===== src/rtl/pipe_stage_reg.sv =====
`default_nettype none
// ============================================================================
// Module   : pipe_stage_reg
// Brief    : Elastic valid/ready pipeline register with one-entry skid buffer
//            and synchronous flush. Define PIPE_STAGE_REG_STALL_CNT_EN to add
//            the saturating stall_cycles output.
// Revision : 1.0 - initial release
// ============================================================================
module pipe_stage_reg #(
    parameter int               WIDTH       = 32,
    parameter logic [WIDTH-1:0] RESET_VALUE = '0
) (
    input  logic             clk,
    input  logic             rst,
    input  logic             flush,
    input  logic             in_valid,
    output logic             in_ready,
    input  logic [WIDTH-1:0] in_data,
    output logic             out_valid,
    input  logic             out_ready,
`ifdef PIPE_STAGE_REG_STALL_CNT_EN
    output logic [31:0]      stall_cycles,
`endif
    output logic [WIDTH-1:0] out_data
);

    logic             r_out_valid;
    logic [WIDTH-1:0] r_out_data;
    logic             r_skid_valid;
    logic [WIDTH-1:0] r_skid_data;

    logic             w_accept;
    logic             w_main_free;

    // in_ready comes straight from a flop, so there is no path from out_ready
    assign in_ready    = !r_skid_valid;
    assign w_accept    = in_valid && !r_skid_valid;
    assign w_main_free = !r_out_valid || out_ready;

    assign out_valid   = r_out_valid;
    assign out_data    = r_out_data;

    always_ff @(posedge clk) begin
        if (!rst) begin
            r_out_valid  <= 1'b0;
            r_skid_valid <= 1'b0;
            r_out_data   <= RESET_VALUE;
            r_skid_data  <= RESET_VALUE;
        end else if (flush) begin
            r_out_valid  <= 1'b0;
            r_skid_valid <= 1'b0;
            r_out_data   <= RESET_VALUE;
        end else if (w_main_free) begin
            if (r_skid_valid) begin
                r_out_valid  <= 1'b1;
                r_out_data   <= r_skid_data;
                r_skid_valid <= 1'b0;
            end else if (w_accept) begin
                r_out_valid  <= 1'b1;
                r_out_data   <= in_data;
            end else begin
                r_out_valid  <= 1'b0;
            end
        end else if (w_accept) begin
            // main is stalled: the younger payload parks in the skid entry
            r_skid_valid <= 1'b1;
            r_skid_data  <= in_data;
        end
    end

`ifdef PIPE_STAGE_REG_STALL_CNT_EN
    localparam logic [31:0] c_stall_max = 32'hFFFF_FFFF;

    logic [31:0] r_stall_cycles;

    always_ff @(posedge clk) begin
        if (!rst) begin
            r_stall_cycles <= '0;
        end else if (r_out_valid && !out_ready && !flush &&
                     (r_stall_cycles != c_stall_max)) begin
            r_stall_cycles <= r_stall_cycles + 32'd1;
        end
    end

    assign stall_cycles = r_stall_cycles;
`endif

endmodule
`default_nettype wire


===== config.mk =====
export PLATFORM = sky130hd
export DESIGN_NAME = pipe_stage_reg
export DESIGN_NICKNAME = d
export VERILOG_FILES = /design/src/rtl/pipe_stage_reg.sv
export SDC_FILE = /design/constraint.sdc
export NUM_CORES = 1
export LEC_CHECK = 0
export ABC_AREA = 1
export CAP_MARGIN = 15
export CORE_MARGIN = 5
export CORE_UTILIZATION = 50
export DETAILED_ROUTE_END_ITERATION = 8
export PLACE_DENSITY = 0.89
export SYNTH_ARGS = -nofsm -noshare
export SYNTH_HDL_FRONTEND = slang
export SYNTH_SLANG_ARGS = --single-unit

===== constraint.sdc =====
create_clock -name clk -period 1.3 [get_ports clk]
set_clock_uncertainty 0.05 [all_clocks]
set_input_delay 0.26 -clock clk [delete_from_list [all_inputs] [get_ports clk]]
set_output_delay 0.26 -clock clk [all_outputs]
set_load 0.05 [all_outputs]

**Run 1: metal 2**

Bar = 20 um.
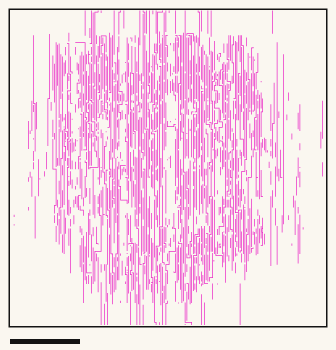
nets with wire on the layer: 526
wire length on this layer: 6120 um
main direction: vertical
share of all routed wire: 49%
longest straight run: 48.3 um

**Run 1: the metal 3 layer**

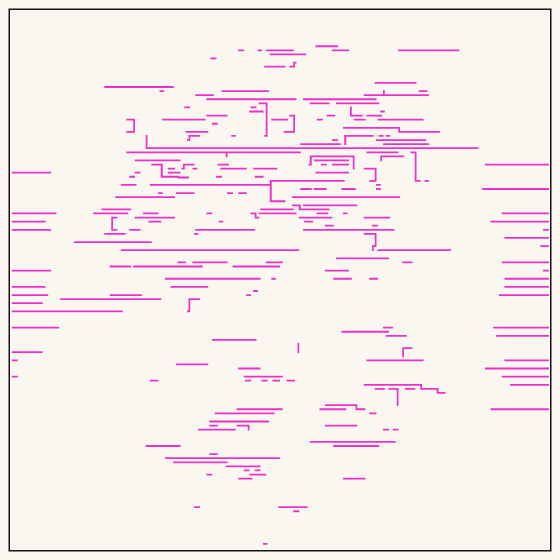
nets with wire on the layer: 144
longest straight run: 55.2 um
wire length on this layer: 1130 um
main direction: horizontal
grt met3 use: 0.0634
routed via count: 3830
drt total wl: 12500 um

==> flow_metrics.py, run 1 <==
# Metrics from the implementation run
metrics = {
    "run_status": {
        "status": "finished with violations",
        "violations": "negative setup slack",
    },
    "finish": {
        "diodes": 0,
        "fin_util": 0.784,
        "syn2layout_area_growth_pct": 53.7,
        "drive_gt1_frac": 0.205,
        "nNetsFinal": 618,
        "design_area_sq_mm": 0.00492,
    },
    "clock_tree": {
        "clockBufferDepth": 2,
        "clock_sinks": 66,
        "cts-root-buf": "clkbuf_8",
        "htreeDepth": 3,
        "numCtsBuffers": 9,
        "insertion_delay_ps": 370,
        "cts.clk_slew.worst_paths_ps": 70,
        "hold_buffers": 0,
        "cts_tree": "built",
    },
    "sta": {
        "timing.hold.ws_ps": 441,
        "fmax_mhz": 666,
        "slew_violations": 0,
        "post-route-min-period_ps": 1500,
        "tightest_slew_ps": 362,
        "setup_ws_ps": -201,
        "rsz0062_at_grt": "true",
        "max_slew_margin": 0.759,
        "hold_viol_final": 0,
        "fin_crit_sh": 1.15,
        "finalSetupViolCount": 65,
    },
    "logic_synthesis": {
        "numSynthFlops": 66,
        "synthCells": 501,
        "yosys-stat-cells": 501,
        "fp_nets": 538,
        "synth_area_sq_mm": 0.00320,
        "seq_area_frac_synth": 0.413,
        "ys_types": 16,
        "yosys_warnings": 0,
        "yosys_area_sq_mm": 0.00320,
        "largest_area_cell": "dfxtp_1",
        "yosys.area.top_type_share": 0.413,
        "synth_area_per_cell_sq_um": 6.39,
        "area_leaders": "dfxtp_1 41%, nor2_1 16%, nand2_1 15%, inv_1 8.1%, nand4_1 6.3%",
    },
    "placed_design": {
        "postPlaceCellArea_sq_mm": 0.00435,
        "place.gp.congestion": 0.789,
        "hpwlAfterDp_um": 6070,
        "io_buffers": 70,
    },
    "die": {
        "placeableCoreArea_sq_mm": 0.00628,
        "die_w_um": 90.0,
        "dieArea_sq_mm": 0.00810,
        "io_pins": 71,
        "row_count": 29,
        "fp-utilization": 0.510,
        "die_y_um": 90.0,
    },
    "critical_path": {
        "crit_slowest_cell": "dfxtp_4",
        "reg2reg_slack_ps": -200,
        "cp-end-kind": "register",
        "slowest_delay_ps": 370,
        "cp.arrival_ps": 1740,
        "crit_path_cell_trace": "buf_8, nor2_4, nand2_2, nor2_4, buf_12, buf_12, nor2_2, nor2_1",
        "crit_fanout": 6,
        "start_kind": "register",
        "crit_required_ps": 1540,
        "criticalPathCategory": "reg -> reg",
    },
    "pwr": {
        "power.density_mw_per_mm2": 1010,
        "p_total_mw": 4.98,
        "irDropWorstVdd_mv": 0.901,
        "p_leak_nw": 2.21,
    },
    "global_route": {
        "grt_max_degree": 37,
        "grt_pass1_wl_um": 17000,
        "grt_pass1_vias": 3649,
        "overflow": 0,
        "antenna_found_initial": 0,
    },
    "detailed_routing": {
        "drt-initial-drc-count": 446,
        "routed_via_density": 5.79,
        "drc_errors": 0,
        "ant_nets": 0,
        "first_pass_iters": 5,
    },
    "flow_run": {
        "drv_cap": 0,
        "tool_warnings": 28,
    },
    "worst_hold_path": {
        "hold_class": "reg -> reg",
    },
}
**Run 1: signal wires by layer**

Bar = 20 um. Only two layers are drawn.
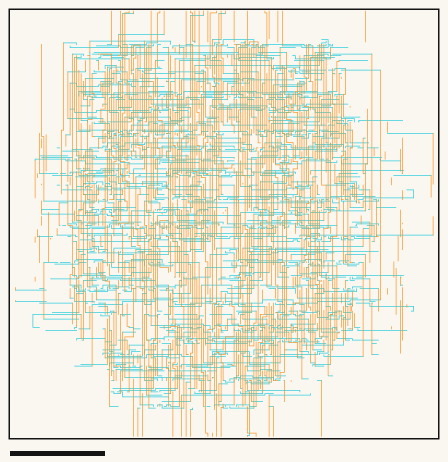
[metal 2] orange | wire length: 6120 um
[metal 1] cyan | wire length: 4380 um
Wirelength per Cell: 18.9 um
GRT Total Usage: 0.259

run 1: kinds of logic after synthesis:
logic type | Yosys count | share of synthesized area
AOI/OAI and AO/OA | 32 | 0.0535
buffers and inverters | 102 | 0.150
DFF | 66 | 0.413
and+or+nand+nor | 301 | 0.384
run 1: cells in the final DEF (no fill, tap or decap), drive strengths merged:
master | synthesis | layout
inv | 69 | 68
clkinv | 0 | 2
nor2 | 138 | 138
bufinv | 0 | 1
nand4 | 32 | 32
clkdlybuf4s50 | 0 | 36
nand2 | 130 | 130
nor3 | 1 | 1
dfxtp | 66 | 66
o21ai | 31 | 31
buf | 29 | 62
a21oi | 1 | 1
clkbuf | 4 | 17
run 1: registers in the layout (all words and copies together) (netlist names):
register / count
r_skid_data: 32
r_skid_valid: 1
out_valid: 1
out_data: 32
run 1: stage by stage:
stage / setup TNS [ps] / instances / setup slack [ps]
global placement: -17560 / 636 / -295
floorplan: 0 / 501 / 52.2
CTS: -493 / 656 / -42.1
global route: -9710 / 662 / -338
detailed placement: -19790 / 636 / -339
finish: -6830 / 662 / -201
run 1: synthesized netlist by cell type:
cell type	number
nor2_1	135
nand2_1	130
inv_1	69
dfxtp_1	66
nand4_1	32
o21ai_0	30
buf_6	10
buf_2	9
buf_1	7
clkbuf_1	4
buf_4	3
nor2_4	2
a21oi_1	1
nor2_2	1
nor3_1	1
o21ai_4	1
run 1: layer usage:
metal  track usage  share of wire  vias up
li1              -              -     1668
met1         0.261           0.35     1746
met2         0.449           0.49      317
met3        0.0634          0.090       99
met4         0.207          0.072        0
met5             0              0        -
run 1: worst paths after layout:
check,from,end,cells past startpoint
min reg2reg,r_skid_data[1],r_skid_data[1],2
max,r_skid_valid,r_skid_data[20],8
max reg2reg,r_skid_valid,r_skid_data[20],8
min,r_skid_data[1],r_skid_data[1],2
run 1: layout make-up:
| class | count | area [sq um] |
|---|---|---|
| multi-input cells | 333 | 1540 |
| clock inverters | 2 | 35.0 |
| repair buffers | 102 | 1490 |
| clock buffers | 13 | 169 |
| fillers | 338 | 1360 |
| well taps | 77 | 96.3 |
| inverters | 69 | 264 |
| flip-flops and latches | 66 | 1330 |
run 1: report_power, final:
group	leakage [nW]	switching, mW	total [mW]	internal (mW)
registers	0.538	0.0687	2.15	2.08
logic	1.57	0.548	0.980	0.433
clock network	0.106	0.818	1.85	1.03
total	2.21	1.43	4.98	3.54
run 1: repair_timing:
item,CTS,global route
pin swaps,14,30
resized,7,53
gates cloned,2,4
setup buffers,3,2
setup endpoints to repair,2,65
run 1: critical path, delay by kind of cell (launching register included):
kind          cells  cell delay (ps)
buf+inv           3              410
simple gates      5              580
flops             1              370
==> run 2, diff against run 1 <==
--- a/config.mk
+++ b/config.mk
@@ -9,6 +9,7 @@
 export CAP_MARGIN = 15
 export CORE_MARGIN = 5
 export CORE_UTILIZATION = 50
+export CTS_CLUSTER_SIZE = 24
 export DETAILED_ROUTE_END_ITERATION = 8
 export PLACE_DENSITY = 0.89
 export SYNTH_ARGS = -nofsm -noshare
==> run 2 against run 1 <==
Net effect:
- critical path depth unchanged
- the flow still finishes with violations (negative setup slack)
- routed wire length unchanged
- combinational power about the same
- total power unchanged
- highest routed layer unchanged
- sequential power about the same
- largest power group unchanged
- cell count unchanged
==> flow_metrics.py, run 2 <==
# Metrics from the implementation run
metrics = {
    "run_status": {
        "status": "finished with violations",
        "violations": "negative setup slack",
    },
    "critical_path": {
        "criticalPathCategory": "reg -> reg",
        "crit_family": "simple AND/OR/NAND/NOR gates",
        "reg2reg_depth": 8,
        "crit_required_ps": 1540,
        "reg2reg_to": "r_skid_data[20]",
        "crit_end": "r_skid_data[20]",
    },
    "clock_tree": {
        "numCtsBuffers": 9,
        "clock_sinks": 66,
        "cts_tree": "built",
    },
    "sta": {
        "slew_violations": 0,
        "timing.hold.ws_ps": 441,
        "fin_crit_sh": 1.15,
        "finalSetupViolCount": 65,
        "setup_ws_ps": -201,
        "rsz0062_at_grt": "true",
        "hold_viol_final": 0,
    },
    "global_route": {
        "grt.total_usage": 0.259,
        "grt_max_degree": 37,
    },
    "pwr": {
        "p_int_mw": 3.54,
    },
    "logic_synthesis": {
        "numSynthFlops": 66,
        "ys_types": 16,
        "yosys.area.top_type_share": 0.413,
        "synth.most_common_cell": "nor2_1",
        "yosys-top-cells-count": "135 x nor2_1, 130 x nand2_1, 69 x inv_1",
        "largest_area_cell": "dfxtp_1",
        "synthCells": 501,
    },
    "finish": {
        "nNetsFinal": 618,
        "logic_area_sq_mm": 0.00154,
        "syn2layout_area_growth_pct": 53.7,
        "diodes": 0,
    },
    "detailed_routing": {
        "ant_nets": 0,
        "drt-initial-drc-count": 446,
        "vias": 3830,
    },
    "placed_design": {
        "postPlaceCellArea_sq_mm": 0.00435,
        "hpwlAfterDp_um": 6070,
        "place.gp.congestion": 0.789,
    },
    "die": {
        "die_w_um": 90.0,
        "fp-utilization": 0.510,
        "placeableCoreArea_sq_mm": 0.00628,
    },
    "flow_run": {
        "tool_warnings": 28,
    },
}
## run 2: cell counts after synthesis
Identical to the previous run, type by type.
## run 2: logic make-up (layout without fill, tap and decap cells)
family,count (synthesis),in the layout,share of synthesized area
AND-OR/OR-AND,32,32,0.0535
buffers and inverters,102,186,0.150
flip-flops,66,66,0.413
AND/OR/NAND/NOR,301,301,0.384
## run 2: tightest hold or removal path, stage by stage, from the launching register on
cell	delay, ps
dfxtp_1	340
nor2_1	50
nor2_1	70
## run 2: per-layer routing
layer	routed length [um]	up-vias	global-route usage
met1	4380	1746	0.261
met3	1130	99	0.0634
met4	906	0	0.207
met2	6120	317	0.449
met5	0	-	0
li1	-	1668	-
## run 2: timing repair
item | in CTS | in global routing
pin swaps | 14 | 30
endpoints found under the setup margin | 2 | 65
gates cloned | 2 | 4
resized | 7 | 53
buffers inserted | 3 | 2
## run 2: worst min path at each step
stage / to / depth (start not counted)
floorplan: out_data[15] / 3
global placement: r_skid_data[20] / 2
detailed placement: r_skid_data[15] / 2
CTS: r_skid_data[15] / 2
global route: r_skid_data[30] / 2
finish: r_skid_data[1] / 2
## run 2: final cells by class
class	instances	share of cell area
clock inverter	2	0.00712
sequential	66	0.270
timing repair buffer	102	0.302
inverter	69	0.0536
multi-input combinational	333	0.314
tap	77	0.0196
clock buffer	13	0.0343
## run 2: power by group through the flow
| stage | registers, mW | clock network (mW) | logic (mW) |
|---|---|---|---|
| 2_1_floorplan | 2.32 | 0 | 0.324 |
| 3_5_place_dp | 2.19 | 0 | 0.876 |
| 6_report | 2.15 | 1.85 | 0.980 |
| 5_1_grt | 2.15 | 1.92 | 1.04 |
| 4_1_cts | 2.14 | 1.81 | 0.894 |
| 3_3_place_gp | 2.19 | 0 | 0.850 |
## run 2: stage by stage
stage	worst slack [ps]	power, mW	setup TNS, ps
final	-201	4.98	-6830
after global routing	-338	5.11	-9710
after CTS	-42.1	4.84	-493
after detailed placement	-339	3.06	-19790
after global placement	-295	3.04	-17560
after floorplan	52.2	2.64	0
**Run 2: supply network**

Bar = 20 um. Pins as bars on the die edge.
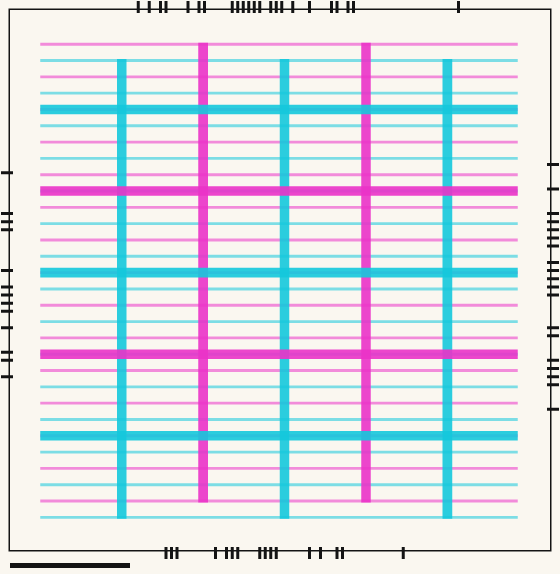
[VSS] cyan
[VDD] magenta
signal pins: 71
met4 straps: 5
met5 straps: 5

**Run 2: the metal 3 layer**

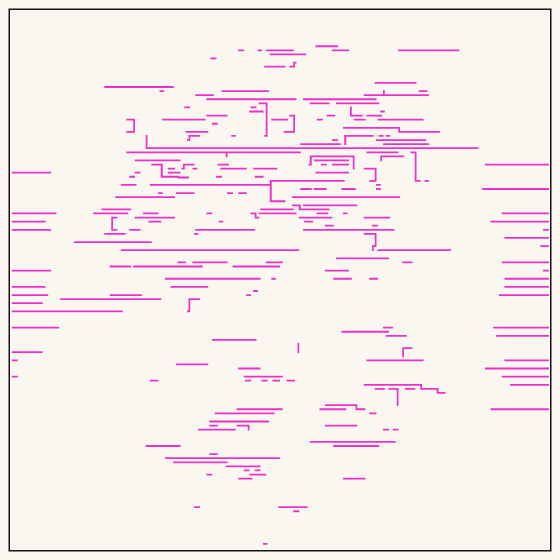
main direction: horizontal
wire length on this layer: 1130 um
longest straight run: 55.2 um
nets with wire on the layer: 144

==> run 3, diff against run 2 <==
--- a/config.mk
+++ b/config.mk
@@ -6,7 +6,7 @@
 export NUM_CORES = 1
 export LEC_CHECK = 0
 export ABC_AREA = 1
-export CAP_MARGIN = 15
+export CAP_MARGIN = 20
 export CORE_MARGIN = 5
 export CORE_UTILIZATION = 50
 export CTS_CLUSTER_SIZE = 24
==> constraint.sdc (replaced) <==
create_clock -name clk -period 1.6 [get_ports clk]
set_clock_uncertainty 0.05 [all_clocks]
set_input_delay 0.32 -clock clk [delete_from_list [all_inputs] [get_ports clk]]
set_output_delay 0.32 -clock clk [all_outputs]
set_load 0.05 [all_outputs]
==> run 3 against run 2 <==
Net effect:
- the flow now finishes without violations
- final area is 12% lower
- non-clock buffer count shrank 7
- cell count decreased by 0.91%
- via count fell by 15%
- worst hold slack worse by 6.1 ps
- global-route usage shrank 5.1 points
- die area unchanged
- synthesized cell count did not move
- register-to-register slack gained 470 ps
- clock-buffer cell count decreased by 2
- core utilization down 9.7 points
- critical path type is now reg -> out
- critical endpoint is now in_ready
- largest cell class unchanged
- highest routed layer unchanged
==> flow_metrics.py, run 3 <==
# Metrics from the implementation run
metrics = {
    "run_status": {
        "status": "finished, final reports clean",
    },
    "sta": {
        "slew_violations": 0,
        "post-route-min-period_ps": 1520,
        "setup_ws_ps": 84.8,
        "finalSetupTns_ps": 0,
        "timing.hold.ws_ps": 435,
    },
    "critical_path": {
        "cp-end-kind": "primary output",
        "criticalPathCategory": "reg -> out",
        "crit_start": "r_skid_valid",
        "crit_required_ps": 1230,
        "reg2reg_slack_ps": 270,
        "reg2reg_depth": 6,
        "start_kind": "register",
        "cp.arrival_ps": 1150,
        "reg2reg_to": "r_skid_data[11]",
    },
    "logic_synthesis": {
        "synthArstFlopShare": 0,
        "fp_nets": 538,
        "synthCells": 501,
        "synth_area_sq_mm": 0.00320,
        "synth_area_per_cell_sq_um": 6.39,
        "yosys_warnings": 0,
        "edf_count": 0,
        "numSynthFlops": 66,
        "yosys.area.top_type_share": 0.413,
        "area_leaders": "dfxtp_1 41%, nor2_1 16%, nand2_1 15%, inv_1 8.1%, nand4_1 6.3%",
        "flop_cell": "dfxtp_1",
        "ys_types": 16,
    },
    "pwr": {
        "switching_share": 0.278,
        "p_sw_mw": 1.07,
        "p_int_mw": 2.77,
        "irDropWorstVdd_mv": 0.507,
        "pwr-share-comb": 0.175,
        "power.share.clock": 0.375,
        "power.density_mw_per_mm2": 891,
        "p_leak_nw": 1.99,
    },
    "global_route": {
        "grt_max_degree": 33,
        "grt.total_usage": 0.207,
        "grt_pass1_wl_um": 14000,
        "grt_pass1_vias": 3103,
        "overflow": 0,
        "antenna_found_initial": 0,
    },
    "detailed_routing": {
        "ant_nets": 0,
        "drc_errors": 0,
        "first_pass_iters": 4,
        "wl_per_cell_um": 12.8,
        "vias": 3259,
        "routed_via_density": 4.97,
        "drt-initial-drc-count": 214,
    },
    "placed_design": {
        "dp.cells": 640,
        "hpwlAfterDp_um": 5920,
        "place_ws_ps": -151,
    },
    "clock_tree": {
        "cts-root-buf": "clkbuf_8",
        "ctsResizeCount": 0,
        "clockBufferDepth": 2,
        "cts_setup_buffers": 0,
        "cts.clk_slew.worst_paths_ps": 70,
        "hold_buffers": 0,
    },
    "die": {
        "die_y_um": 90.0,
        "row_count": 29,
        "fp-utilization": 0.510,
        "die_w_um": 90.0,
    },
    "finish": {
        "drive_gt1_frac": 0.140,
        "syn2layout_area_growth_pct": 34.7,
        "fillers": 501,
        "mostFrequentLayoutCell": "nor2_1",
        "diodes": 0,
        "nNetsFinal": 611,
        "fin_cells": 656,
    },
    "flow_run": {
        "drv_cap": 0,
    },
    "worst_hold_path": {
        "worstHoldStart": "r_skid_data[18]",
        "holdPathStages": 2,
    },
}
## run 3: cell counts after synthesis
Identical to the previous run, type by type.
## run 3: cells by family (layout without fill, tap and decap cells)
family | after synthesis | after routing | share of synthesized area
flip-flops | 66 | 66 | 0.413
buffers and inverters | 102 | 180 | 0.150
AND-OR/OR-AND | 32 | 32 | 0.0535
AND/OR/NAND/NOR | 301 | 301 | 0.384
## run 3: worst max path at each step
stage	cells past startpoint	slack (ps)	endpoint
floorplan	6	80	out_data[10]
global placement	7	-120	r_skid_data[6]
detailed placement	6	-150	out_data[20]
CTS	2	90	in_ready
global route	2	50	in_ready
finish	2	80	in_ready
## run 3: worst max-delay path: stages (launching register included)
cell and delay, ps:
dfxtp_2 500, inv_1 110, buf_4 200
## run 3: cell type report
type | count | area [sq um] | share of cell area
Clock buffer | 11 | 151 | 0.0351
Tap cell | 77 | 96.3 | 0.0223
Clock inverter | 5 | 52.6 | 0.0122
Sequential cell | 66 | 1320 | 0.307
Inverter | 69 | 259 | 0.0601
Timing Repair Buffer | 95 | 1030 | 0.238
Multi-Input combinational cell | 333 | 1400 | 0.325
## run 3: routing by layer
metal	wire length [um]	GRT usage
met3	623	0.0584
met2	4160	0.352
met5	0	0
met4	194	0.105
met1	3400	0.236
## run 3: power groups by stage
| stage | logic (mW) | clock network (mW) | registers (mW) |
|---|---|---|---|
| 6_report | 0.671 | 1.44 | 1.73 |
| 5_1_grt | 0.724 | 1.54 | 1.73 |
| 4_1_cts | 0.670 | 1.46 | 1.73 |
| 3_5_place_dp | 0.666 | 0 | 1.77 |
| 3_3_place_gp | 0.648 | 0 | 1.77 |
| 2_1_floorplan | 0.263 | 0 | 1.88 |
**Run 3: metal 2**

Bar = 20 um.
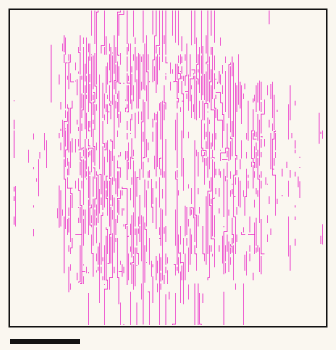
wire length on this layer: 4160 um
share of all routed wire: 50%
longest straight run: 30.6 um

**Run 3: clock nets**

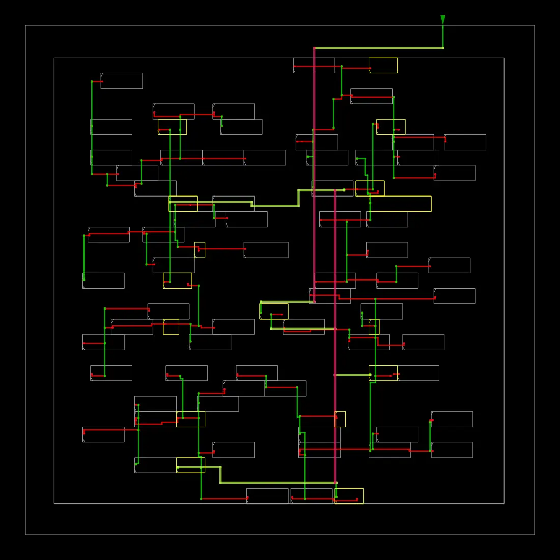
clk_lat worst skew: 340 ps
clock sink count: 66
TritonCTS Buffers: 9
clk pwr: 1.44 mW
seq_cells: 66

Power and IR drop assume default switching activity.
